--- src/rtl/uart_rx_fifo.sv ---
`timescale 1ns/1ps
// -----------------------------------------------------------------------------
// uart_rx_fifo
//   Serial receive front end: synchronises ser_rx_i, recovers 8N1 frames by
//   mid-bit oversampling on the core clock and buffers received bytes in a
//   show-ahead FIFO read through a valid/ready handshake.
//
// Ports
//   clk_i        core clock
//   rst_i        asynchronous active-high reset
//   ser_rx_i     asynchronous serial input, idle high
//   rdata_o      head-of-FIFO byte (valid while rvalid_o)
//   rvalid_o     FIFO not empty
//   rready_i     consumer pop request (pop = rvalid_o & rready_i)
//   frame_err_o  one-cycle pulse when a stop bit samples 0
//   overrun_o    sticky; good byte arrived while FIFO full with no pop
//   clear_i      clears overrun_o (FIFO untouched)
//   busy_o       receiver FSM is not idle
// -----------------------------------------------------------------------------
module uart_rx_fifo #(
    parameter int unsigned CLK_FREQ   = 25_000_000,
    parameter int unsigned BAUDRATE   = 115200,
    parameter int unsigned FIFO_DEPTH = 4
) (
    input  logic       clk_i,
    input  logic       rst_i,
    input  logic       ser_rx_i,
    output logic [7:0] rdata_o,
    output logic       rvalid_o,
    input  logic       rready_i,
    output logic       frame_err_o,
    output logic       overrun_o,
    input  logic       clear_i,
    output logic       busy_o
);

    localparam int unsigned CLKS_PER_BIT = CLK_FREQ / BAUDRATE;
    localparam int unsigned CNT_W        = $clog2(CLKS_PER_BIT);
    localparam int unsigned ADDR_W       = $clog2(FIFO_DEPTH);

    localparam logic [CNT_W-1:0] CNT_BIT  = CNT_W'(CLKS_PER_BIT - 1);
    localparam logic [CNT_W-1:0] CNT_HALF = CNT_W'(CLKS_PER_BIT / 2 - 1);

    if (CLKS_PER_BIT < 8) begin : g_bad_baud
        $fatal(1, "uart_rx_fifo: CLK_FREQ/BAUDRATE must be at least 8");
    end
    if (FIFO_DEPTH < 2 || (FIFO_DEPTH & (FIFO_DEPTH - 1)) != 0) begin : g_bad_depth
        $fatal(1, "uart_rx_fifo: FIFO_DEPTH must be a power of two >= 2");
    end

    typedef enum logic [2:0] {
        S_IDLE,
        S_START,
        S_DATA,
        S_STOP,
        S_WAIT_HIGH
    } state_t;

    // ------------------------------------------------------------------
    // Input synchroniser and edge history (all reset to idle-high level)
    // ------------------------------------------------------------------
    logic r_sync1;
    logic r_rx_s;
    logic r_rx_prev;

    always_ff @(posedge clk_i or posedge rst_i) begin
        if (rst_i) begin
            r_sync1   <= 1'b1;
            r_rx_s    <= 1'b1;
            r_rx_prev <= 1'b1;
        end else begin
            r_sync1   <= ser_rx_i;
            r_rx_s    <= r_sync1;
            r_rx_prev <= r_rx_s;
        end
    end

    // ------------------------------------------------------------------
    // Frame recovery FSM
    // ------------------------------------------------------------------
    state_t           r_state;
    logic [CNT_W-1:0] r_cnt;
    logic [2:0]       r_idx;
    logic [7:0]       r_shift;
    logic             r_push;
    logic             r_frame_err;
    logic             w_expire;

    assign w_expire = (r_cnt == '0);

    always_ff @(posedge clk_i or posedge rst_i) begin
        if (rst_i) begin
            r_state     <= S_IDLE;
            r_cnt       <= '0;
            r_idx       <= '0;
            r_shift     <= '0;
            r_push      <= 1'b0;
            r_frame_err <= 1'b0;
        end else begin
            r_push      <= 1'b0;
            r_frame_err <= 1'b0;
            case (r_state)
                S_IDLE: begin
                    if (r_rx_prev && !r_rx_s) begin
                        r_state <= S_START;
                        r_cnt   <= CNT_HALF;
                    end
                end
                S_START: begin
                    if (w_expire) begin
                        if (!r_rx_s) begin
                            r_state <= S_DATA;
                            r_cnt   <= CNT_BIT;
                            r_idx   <= '0;
                        end else begin
                            // Start bit gone high by mid-bit: treat as glitch.
                            r_state <= S_IDLE;
                        end
                    end else begin
                        r_cnt <= r_cnt - CNT_W'(1);
                    end
                end
                S_DATA: begin
                    if (w_expire) begin
                        r_shift[r_idx] <= r_rx_s;
                        r_cnt          <= CNT_BIT;
                        r_idx          <= r_idx + 3'd1;
                        if (r_idx == 3'd7) begin
                            r_state <= S_STOP;
                        end
                    end else begin
                        r_cnt <= r_cnt - CNT_W'(1);
                    end
                end
                S_STOP: begin
                    if (w_expire) begin
                        if (r_rx_s) begin
                            r_push  <= 1'b1;
                            r_state <= S_IDLE;
                        end else begin
                            r_frame_err <= 1'b1;
                            r_state     <= S_WAIT_HIGH;
                        end
                    end else begin
                        r_cnt <= r_cnt - CNT_W'(1);
                    end
                end
                S_WAIT_HIGH: begin
                    // Break / stuck-low line: one error, then wait for idle.
                    if (r_rx_s) begin
                        r_state <= S_IDLE;
                    end
                end
                default: r_state <= S_IDLE;
            endcase
        end
    end

    // ------------------------------------------------------------------
    // Receive FIFO. r_shift still holds the completed byte in the cycle
    // r_push is high (the next DATA phase is at least half a bit away),
    // so it is used directly as the write data.
    // ------------------------------------------------------------------
    logic [7:0]      r_mem [FIFO_DEPTH];
    logic [ADDR_W:0] r_wr_ptr;
    logic [ADDR_W:0] r_rd_ptr;
    logic [7:0]      r_rdata;
    logic            r_overrun;

    logic            w_empty;
    logic            w_full;
    logic            w_pop;
    logic            w_wr_en;
    logic            w_ovf;
    logic [ADDR_W:0] w_wr_ptr_nxt;
    logic [ADDR_W:0] w_rd_ptr_nxt;
    logic [7:0]      w_head_nxt;

    assign w_empty      = (r_wr_ptr == r_rd_ptr);
    assign w_full       = (r_wr_ptr[ADDR_W] != r_rd_ptr[ADDR_W]) &&
                          (r_wr_ptr[ADDR_W-1:0] == r_rd_ptr[ADDR_W-1:0]);
    assign w_pop        = rready_i && !w_empty;
    // Pop is evaluated first, so a full FIFO with a pop still accepts a push.
    assign w_wr_en      = r_push && (!w_full || w_pop);
    assign w_ovf        = r_push && w_full && !w_pop;
    assign w_wr_ptr_nxt = r_wr_ptr + {{ADDR_W{1'b0}}, w_wr_en};
    assign w_rd_ptr_nxt = r_rd_ptr + {{ADDR_W{1'b0}}, w_pop};

    // Next head: bypass the write data when it lands in the head slot.
    always_comb begin
        w_head_nxt = r_mem[w_rd_ptr_nxt[ADDR_W-1:0]];
        if (w_wr_en && (r_wr_ptr == w_rd_ptr_nxt)) begin
            w_head_nxt = r_shift;
        end
    end

    always_ff @(posedge clk_i) begin
        if (w_wr_en) begin
            r_mem[r_wr_ptr[ADDR_W-1:0]] <= r_shift;
        end
    end

    always_ff @(posedge clk_i or posedge rst_i) begin
        if (rst_i) begin
            r_wr_ptr  <= '0;
            r_rd_ptr  <= '0;
            r_rdata   <= '0;
            r_overrun <= 1'b0;
        end else begin
            r_wr_ptr <= w_wr_ptr_nxt;
            r_rd_ptr <= w_rd_ptr_nxt;
            if ((w_pop || w_wr_en) && (w_wr_ptr_nxt != w_rd_ptr_nxt)) begin
                r_rdata <= w_head_nxt;
            end
            if (w_ovf) begin
                r_overrun <= 1'b1;
            end else if (clear_i) begin
                r_overrun <= 1'b0;
            end
        end
    end

    assign rdata_o     = r_rdata;
    assign rvalid_o    = !w_empty;
    assign frame_err_o = r_frame_err;
    assign overrun_o   = r_overrun;
    assign busy_o      = (r_state != S_IDLE);

endmodule

--- config.mk ---
export PLATFORM = sky130hd
export DESIGN_NAME = uart_rx_fifo
export DESIGN_NICKNAME = d
export VERILOG_FILES = /design/src/rtl/uart_rx_fifo.sv
export SDC_FILE = /design/constraint.sdc
export NUM_CORES = 1
export LEC_CHECK = 0
export ABC_AREA = 1
export CORE_MARGIN = 5
export CORE_UTILIZATION = 60
export DETAILED_ROUTE_END_ITERATION = 12
export HOLD_SLACK_MARGIN = 0.15
export PLACE_DENSITY = 0.86
export SETUP_SLACK_MARGIN = 0.05
export SLEW_MARGIN = 20
export SYNTH_ARGS = -nofsm -noshare
export SYNTH_HDL_FRONTEND = slang
export SYNTH_SLANG_ARGS = --single-unit
--- constraint.sdc ---
create_clock -name clk_i -period 3.9 [get_ports clk_i]
set_input_delay 0.39 -clock clk_i [delete_from_list [all_inputs] [get_ports clk_i]]
set_output_delay 0.39 -clock clk_i [all_outputs]
set_load 0.005 [all_outputs]
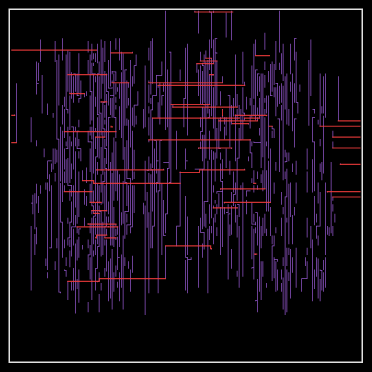
**Above:** metal layers overlaid.
Scale: 4 px per micron. Only two layers are drawn.
layer	color	wire length
met2	purple	3940 microns
met3	red	446 microns
Via Count: 2787
final WL: 7.55 mm
Total GRT Usage: 0.223
wire per inst: 15.1 microns

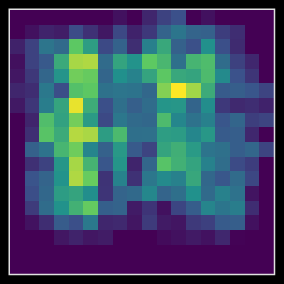
**Above:** signal metal coverage by tile.
Scale: 3 px per micron. 18 x 18 tiles, from dark purple (low) to yellow (high), scaled to the fullest tile. Values are wire area over tile area, all layers added.
mean over tiles	0.16
densest ninth of the die	west
nearly empty tiles	24%
fullest tile	0.57
tiles over half the peak	21%
emptiest ninth of the die	south

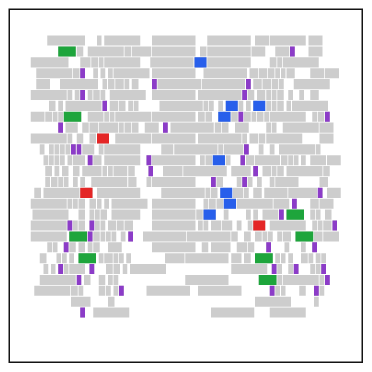
**Above:** logic cells by family.
Scale: 4 px per micron.
family	color	cells
inverters	purple	43
XOR/XNOR gates	red	3
adder and majority cells	green	8
AND-OR and OR-AND gates	blue	8

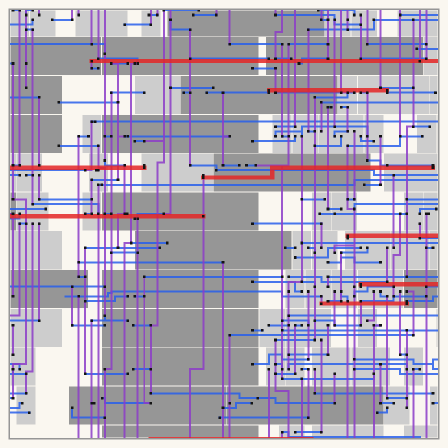
**Above:** zoomed window.
Window x 29 to 59, y 29 to 59 microns. Cells in gray, sequential cells in the stronger gray; small squares are vias.
layer	color
met2	purple
met3	red
met1	blue
most frequent	edfxtp_1 (13), o21ai_0 (11), nor2_1 (10)
sequential cells in the window	15
netlist names of flops here include	`r_mem` (13)
cells with their middle in the window	61

==> flow_summary.ini <==
; generated from flow reports
[finish]
sh_seq_area = 0.489
clockBufferCount = 9
final_nets = 434
buffers_excl_clock = 21
sh_comb_area = 0.346
largest_reg_flops = 32
buf_share = 0.0480
fin_util = 0.696
flop_area_sq_mm = 0.00202
dominant-cell-class = registers
design_area_sq_mm = 0.00412
syn2layout_area_growth_pct = 13.2
diodes = 0
n_fill_cell = 437
inverters = 43
multi_input_comb_cells = 272
flop-count = 74

[critical_path]
rr_endpoint = rdata_o[5]
startpoint_type = flop
timing.rr.start = r_wr_ptr[0]
r2r_cells = 15
crit_arrival_ns = 3.16
critical-path-slowest-cell = ha_1
startpoint = r_wr_ptr[0]
cpPeakStageDelay_ns = 0.65
critPathRequiredTime_ns = 4.14
critPathKind = flop to flop
worstSetupEndpointType = flop
critical_path_peak_fanout = 20
r2r_slack_ns = 0.98
path_common_cell = inv_1

[power]
p_comb_w = 0.00126
switching_share = 0.401
pwr-share-clk = 0.224
power-top-group = combinational logic
power_density_mw_per_mm2 = 720
pwr-share-comb = 0.423
p_clk_w = 0.000666
internal_power_w = 0.00178
leakagePower_nw = 1.85
vdd_ir_drop_max_v = 0.000458

[hold_path]
hold_depth = 0
hp-start = r_sync1
worstHoldPathType = flop to flop
hold_end = r_rx_s

[job]
warning_count = 27
max-cap-violations = 0

[cts]
postCtsHoldBufs = 0
cts_made_buffers = 9
cts_root_buffer = clkbuf_8
clock.latency.late_pin_ns = 0.35
ctsResizeCount = 0
cts_buffer_depth = 2
h-tree-depth = 3
postCtsSetupRepairBufs = 0

[synthesis]
top_cell = nand2_1
ys_seq_share = 0.554
ys_seq_elements = 74
synth_warnings = 0
synth.distinct_cells = 32
synthTopCellsByCount = 108 x nand2_1, 40 x inv_1, 39 x dfrtp_1
avgSynthCellArea_sq_um = 9.19
top_cell_area_share = 0.268
flop_cell = dfrtp_1
ys_cells = 396
async_flop_share = 0.568

[global_route]
grt_pass1_wl_mm = 13.0
grt_max_degree = 30
grt_pass1_vias = 2731
antenna_found_initial = 0

[floorplan]
die_h_microns = 87.9
std_cell_rows = 28
fp_util = 0.615
fp.dieW_microns = 87.9
core_sq_mm = 0.00592
dieArea_sq_mm = 0.00772

[sta]
slew_headroom = 0.599
rsz0062_at_grt = false
fin_crit_sh = 0.748
fin_skew_ns = 0.00835
finalSetupViolations = 0
tightest_slew_ns = 0.601
fmax_mhz = 343
report.final.slew_viol_count = 0
fin_crit_ns = 2.92

[route]
drt_iter0_drc = 261
route.detailed.drc = 0
via_per_inst = 5.56

[run_status]
status = finished, final reports clean
==> cells in the final DEF, fill, tap and decap left out, types with 3 or more instances in the layout <==
cell	count
buf_4	5
nor3_1	4
edfxtp_1	32
inv_2	4
nand3_1	27
o21ai_1	5
clkdlybuf4s50_1	16
dfrtp_1	39
o21ai_0	32
a21oi_1	4
nand2_2	8
dfstp_2	3
nor2_4	3
nor2_1	35
inv_1	39
nand4_1	14
o22a_1	8
nand2_1	108
clkbuf_8	9
ha_1	8
==> per-layer routing <==
| layer | vias to the layer above | track usage | share of wire | wire [microns] |
|---|---|---|---|---|
| li1 | 1366 | - | - | - |
| met1 | 1315 | 0.275 | 0.40 | 3040 |
| met2 | 95 | 0.386 | 0.52 | 3940 |
| met3 | 11 | 0.0452 | 0.059 | 445 |
| met4 | 0 | 0.0851 | 0.017 | 127 |
| met5 | - | 0 | 0 | 0 |
==> through the flow <==
stage | instances | power, W | hold WS (ns)
finish | 501 | 0.00297 | 0.361
global route | 501 | 0.00320 | 0.370
CTS | 501 | 0.00298 | 0.363
detailed placement | 485 | 0.00230 | 0.351
global placement | 485 | 0.00223 | 0.347
floorplan | 396 | 0.00197 | 0.345
==> cell families after synthesis <==
family,share of synthesized area
simple gates,0.263
xor+xnor,0.00722
buf+inv,0.0540
mux,0.00550
flops,0.554
compound gates,0.0894
fa+ha+maj,0.0275
==> worst max-delay path, delay by kind of cell, from the launching register on <==
family	cells	cell delay, ns
AND/OR/NAND/NOR	9	1.04
adder cells (fa/ha/maj)	1	0.65
flip-flops	1	0.45
AND-OR/OR-AND	1	0.08
buffers and inverters	4	0.58
No activity file was given, so power comes from the tool's default toggle rates.
